**src/rtl/pwm_seq_pkg.sv**
```systemverilog
// Shared types and helpers for the PWM sample sequencer.
// Holds the state encoding, the midscale value and a clog2 helper.
package pwm_seq_pkg;

    typedef enum logic [1:0] {
        ST_IDLE     = 2'd0,
        ST_PRIME    = 2'd1,
        ST_RUN      = 2'd2,
        ST_UNDERRUN = 2'd3
    } state_t;

    // Midscale compare value 2^(width-1) for a sample of the given width.
    function automatic int unsigned midscale(input int unsigned width);
        return 32'd1 << (width - 1);
    endfunction

    function automatic int unsigned clog2(input int unsigned value);
        int unsigned r;
        r = 0;
        for (int i = 0; i < 32; i++) begin
            if ((32'd1 << i) < value) begin
                r = i + 1;
            end
        end
        return r;
    endfunction

endpackage

```
**src/rtl/sync_fifo.sv**
```systemverilog
// Single-clock FIFO with level, full/empty and synchronous flush.
// Ports: push/push_data in, pop in, head out, level/full/empty out.
module sync_fifo
    import pwm_seq_pkg::*;
#(
    parameter int unsigned DEPTH = 4,
    parameter int unsigned WIDTH = 16
) (
    input  logic                       clk,
    input  logic                       rst_n,
    input  logic                       flush,
    input  logic                       push,
    input  logic [WIDTH-1:0]           push_data,
    input  logic                       pop,
    output logic [WIDTH-1:0]           head,
    output logic [clog2(DEPTH):0]      level,
    output logic                       full,
    output logic                       empty
);

    localparam int unsigned AW = clog2(DEPTH);

    logic [WIDTH-1:0] mem [DEPTH];
    logic [AW-1:0]    wr_ptr;
    logic [AW-1:0]    rd_ptr;
    logic [AW:0]      count;
    logic             do_push;
    logic             do_pop;

    assign full    = (count == (AW + 1)'(DEPTH));
    assign empty   = (count == '0);
    assign level   = count;
    assign head    = mem[rd_ptr];
    assign do_push = push && !full;
    assign do_pop  = pop && !empty;

    always_ff @(posedge clk) begin
        if (do_push) begin
            mem[wr_ptr] <= push_data;
        end
    end

    always_ff @(posedge clk or negedge rst_n) begin
        if (!rst_n) begin
            wr_ptr <= '0;
            rd_ptr <= '0;
            count  <= '0;
        end else if (flush) begin
            wr_ptr <= '0;
            rd_ptr <= '0;
            count  <= '0;
        end else begin
            if (do_push) begin
                wr_ptr <= wr_ptr + 1'b1;
            end
            if (do_pop) begin
                rd_ptr <= rd_ptr + 1'b1;
            end
            unique case ({do_push, do_pop})
                2'b10:   count <= count + 1'b1;
                2'b01:   count <= count - 1'b1;
                default: count <= count;
            endcase
        end
    end

endmodule

```
**src/rtl/pwm_sample_sequencer.sv**
```systemverilog
// Feeds PWM compare values from buffered DDS words, one per period.
// Ports: i_en/i_valid/i_data/i_clr_err in; o_ready, o_cmpa, o_load,
// o_prd_tick, o_ce, o_underrun, o_state out.
module pwm_sample_sequencer
    import pwm_seq_pkg::*;
#(
    parameter int unsigned ROM_WIDTH     = 8,
    parameter int unsigned KPERIOD_COUNT = 255,
    parameter int unsigned FIFO_DEPTH    = 4,
    parameter int unsigned PRIME_LEVEL   = 2
) (
    input  logic                   clk,
    input  logic                   rst_n,
    input  logic                   i_en,
    input  logic                   i_valid,
    input  logic [2*ROM_WIDTH-1:0] i_data,
    output logic                   o_ready,
    output logic [ROM_WIDTH-1:0]   o_cmpa,
    output logic                   o_load,
    output logic                   o_prd_tick,
    output logic                   o_ce,
    output logic                   o_underrun,
    input  logic                   i_clr_err,
    output logic [1:0]             o_state
);

    localparam int unsigned CW_RAW = clog2(KPERIOD_COUNT + 1);
    localparam int unsigned CW     = (CW_RAW < 1) ? 1 : CW_RAW;
    localparam int unsigned LW     = clog2(FIFO_DEPTH) + 1;

    localparam logic [CW-1:0]        TERM = CW'(KPERIOD_COUNT);
    localparam logic [LW-1:0]        PLVL = LW'(PRIME_LEVEL);
    localparam logic [ROM_WIDTH-1:0] MID  = ROM_WIDTH'(midscale(ROM_WIDTH));

    state_t                 state_q;
    state_t                 state_d;
    logic [CW-1:0]          cnt_q;
    logic                   phase_q;
    logic [ROM_WIDTH-1:0]   cmpa_q;
    logic                   load_q;
    logic                   ce_q;
    logic                   unr_q;

    logic [2*ROM_WIDTH-1:0] head;
    logic [LW-1:0]          level;
    logic                   full;
    logic                   empty;
    logic                   push;
    logic                   pop;
    logic                   flush;
    logic                   tick;
    logic                   primed;
    logic                   load;
    logic                   unr_set;

    // Tick and ready decode only from registers.
    assign tick    = (state_q != ST_IDLE) && (cnt_q == TERM);
    assign primed  = (level >= PLVL);
    assign o_ready = (state_q != ST_IDLE) && !full;
    assign push    = i_valid && o_ready;
    assign flush   = (state_q == ST_IDLE) || !i_en;

    sync_fifo #(
        .DEPTH (FIFO_DEPTH),
        .WIDTH (2 * ROM_WIDTH)
    ) u_fifo (
        .clk       (clk),
        .rst_n     (rst_n),
        .flush     (flush),
        .push      (push),
        .push_data (i_data),
        .pop       (pop),
        .head      (head),
        .level     (level),
        .full      (full),
        .empty     (empty)
    );

    always_ff @(posedge clk or negedge rst_n) begin
        if (!rst_n) begin
            state_q <= ST_IDLE;
        end else begin
            state_q <= state_d;
        end
    end

    always_comb begin
        state_d = state_q;
        load    = 1'b0;
        pop     = 1'b0;
        unr_set = 1'b0;
        if (!i_en) begin
            state_d = ST_IDLE;
        end else begin
            unique case (state_q)
                ST_IDLE: begin
                    state_d = ST_PRIME;
                end
                ST_PRIME, ST_UNDERRUN: begin
                    // Phase is always 0 here, so restart plays a low half.
                    if (tick && primed) begin
                        state_d = ST_RUN;
                        load    = 1'b1;
                    end
                end
                ST_RUN: begin
                    if (tick) begin
                        if (phase_q) begin
                            load = 1'b1;
                            pop  = 1'b1;
                        end else if (!empty) begin
                            load = 1'b1;
                        end else begin
                            unr_set = 1'b1;
                            state_d = ST_UNDERRUN;
                        end
                    end
                end
                default: begin
                    state_d = ST_IDLE;
                end
            endcase
        end
    end

    always_ff @(posedge clk or negedge rst_n) begin
        if (!rst_n) begin
            cnt_q   <= '0;
            phase_q <= 1'b0;
            cmpa_q  <= MID;
            load_q  <= 1'b0;
            ce_q    <= 1'b0;
            unr_q   <= 1'b0;
        end else begin
            load_q <= load;
            ce_q   <= pop;
            if (!i_en || state_q == ST_IDLE) begin
                cnt_q   <= '0;
                phase_q <= 1'b0;
                cmpa_q  <= MID;
            end else begin
                cnt_q <= tick ? '0 : cnt_q + 1'b1;
                if (load) begin
                    phase_q <= ~phase_q;
                    cmpa_q  <= phase_q ? head[2*ROM_WIDTH-1:ROM_WIDTH]
                                       : head[ROM_WIDTH-1:0];
                end
            end
            // A new underrun wins over a same-cycle clear.
            if (unr_set) begin
                unr_q <= 1'b1;
            end else if (i_clr_err) begin
                unr_q <= 1'b0;
            end
        end
    end

    assign o_cmpa     = cmpa_q;
    assign o_load     = load_q;
    assign o_ce       = ce_q;
    assign o_prd_tick = tick;
    assign o_underrun = unr_q;
    assign o_state    = state_q;

endmodule

```
**config.mk**
```make
export PLATFORM = sky130hd
export DESIGN_NAME = pwm_sample_sequencer
export DESIGN_NICKNAME = d
export VERILOG_FILES = /design/src/rtl/pwm_seq_pkg.sv /design/src/rtl/sync_fifo.sv /design/src/rtl/pwm_sample_sequencer.sv
export SDC_FILE = /design/constraint.sdc
export NUM_CORES = 1
export LEC_CHECK = 0
export CORE_MARGIN = 2
export CORE_UTILIZATION = 57
export DETAILED_ROUTE_END_ITERATION = 8
export PLACE_DENSITY = 0.79
export REMOVE_ABC_BUFFERS = 1
export SYNTH_ARGS = -nofsm -noshare
export SYNTH_HDL_FRONTEND = slang
export SYNTH_SLANG_ARGS = --single-unit
```
**constraint.sdc**
```tcl
create_clock -name clk -period 2.7 [get_ports clk]
set_input_delay 0.54 -clock clk [delete_from_list [all_inputs] [get_ports clk]]
set_output_delay 0.54 -clock clk [all_outputs]
set_load 0.02 [all_outputs]
```
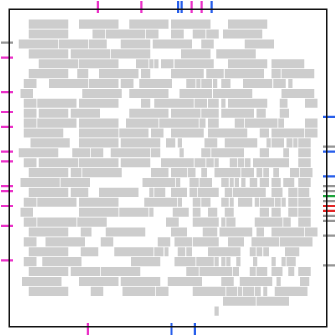
**Above:** pin map.
Pins as bars across the die edge, other pins in gray.
[magenta] `i_data` | pins: 16 | direction: input | edge: 11 left, 4 top, 1 bottom
[red] `o_state` | pins: 2 | direction: output | edge: right
[green] `o_underrun` | pins: 1 | direction: output | edge: right
[blue] `o_cmpa` | pins: 8 | direction: output | edge: 3 right, 3 top, 2 bottom
all pins by edge: 14 right, 12 left, 7 top, 3 bottom
Die Y: 86.9 um
# port buffers: 35

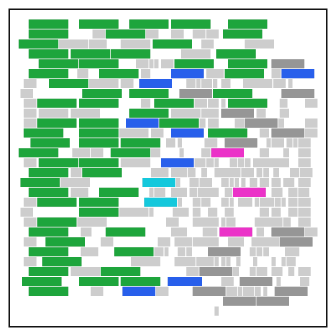
**Above:** register map, names as in the netlist.
Other sequential cells in the stronger gray, the rest of the logic in the fainter gray.
[magenta] `u_fifo.level` | placed flops: 3
[cyan] `u_fifo.wr_ptr` | placed flops: 2
[blue] `o_cmpa` | placed flops: 8
[green] `u_fifo.mem` | placed flops: 64
flop share of the area: 57.0%
P_seq: 1.55 mW
fin util: 69.1%
FF/Latch Area: 0.00265 mm2

==> per-stage QoR <==
step	hold slack (ns)	utilization (%)	cell area (um2)
4_1_cts	0.496	69.1	4640
3_5_place_dp	0.482	66.2	4450
5_1_grt	0.527	69.1	4640
2_1_floorplan	0.244	-	3850
3_3_place_gp	0.469	66.2	4450
6_report	0.493	69.1	4640
==> registers in the layout (all words and copies together) (netlist names) <==
signal / count
u_fifo.mem: 64
phase_q: 1
o_state: 2
u_fifo.wr_ptr: 2
o_underrun: 1
cnt_q: 8
o_cmpa: 8
u_fifo.level: 3
u_fifo.rd_ptr: 2
o_load: 1
o_ce: 1
==> CHANGELOG.md <==
## Flow update

- Outcome: completed
- Routed WL: ~7 mm
- Post-CTS sizing: 1
- Wire length of the first global-routing pass: approximately 11 mm
- Top power group: sequential cells
- Final worst slack: between 0.1 and 0.15 ns
- Hold path endpoint: cnt_q[0]$_DFF_PN0_
- Crit path DRT: 2.16 ns
- Die area: between 0.007 and 0.008 mm2
- Critical path buffer and inverter count: 1
- Top cells by count, synth: edfxtp_1, dfrtp_1, nor2_1, mux4_2, mux2i_1
- Psw: around 0.59 mW
- Yosys Warn Count: 0
- Clk latency late pin: about 0.36 ns
- Synth Area in Adders: 2.11%
- AO/OA Area Share: under 10%
- # fillers: 463
- Comb_multi_in: between 100 and 150
- Cell chain of the critical path: or3b_4, nor2b_1, clkdlybuf4s50_1
- Post-route ant nets: 0
- Reg clk slew, reported paths: 0.10 ns
- CTS tree: done
- R2r worst-path depth: 8
- Met2 Usage GRT: between 30% and 40%
- RSZ-0062 raised after global routing: false
- Synthesis-to-layout area growth: 18.7%
- Stages on worst setup path: 3
- Leading cell kind: flip-flops and latches
- I/O pin cnt: 36
- CP endpoint: o_ready
- Maximum operating frequency: slightly below 0.4 GHz
- CP startpoint: u_fifo.level[0]$_DFFE_PN0P_
- Post-synth EDFFs: between 60 and 70
- Post-Synth XOR/XNOR Area: 1.98%
- Pint: roughly 2.0 mW
- Maximum number of pins on one net before global-route repair: 30
No activity file was given, so power comes from the tool's default toggle rates.
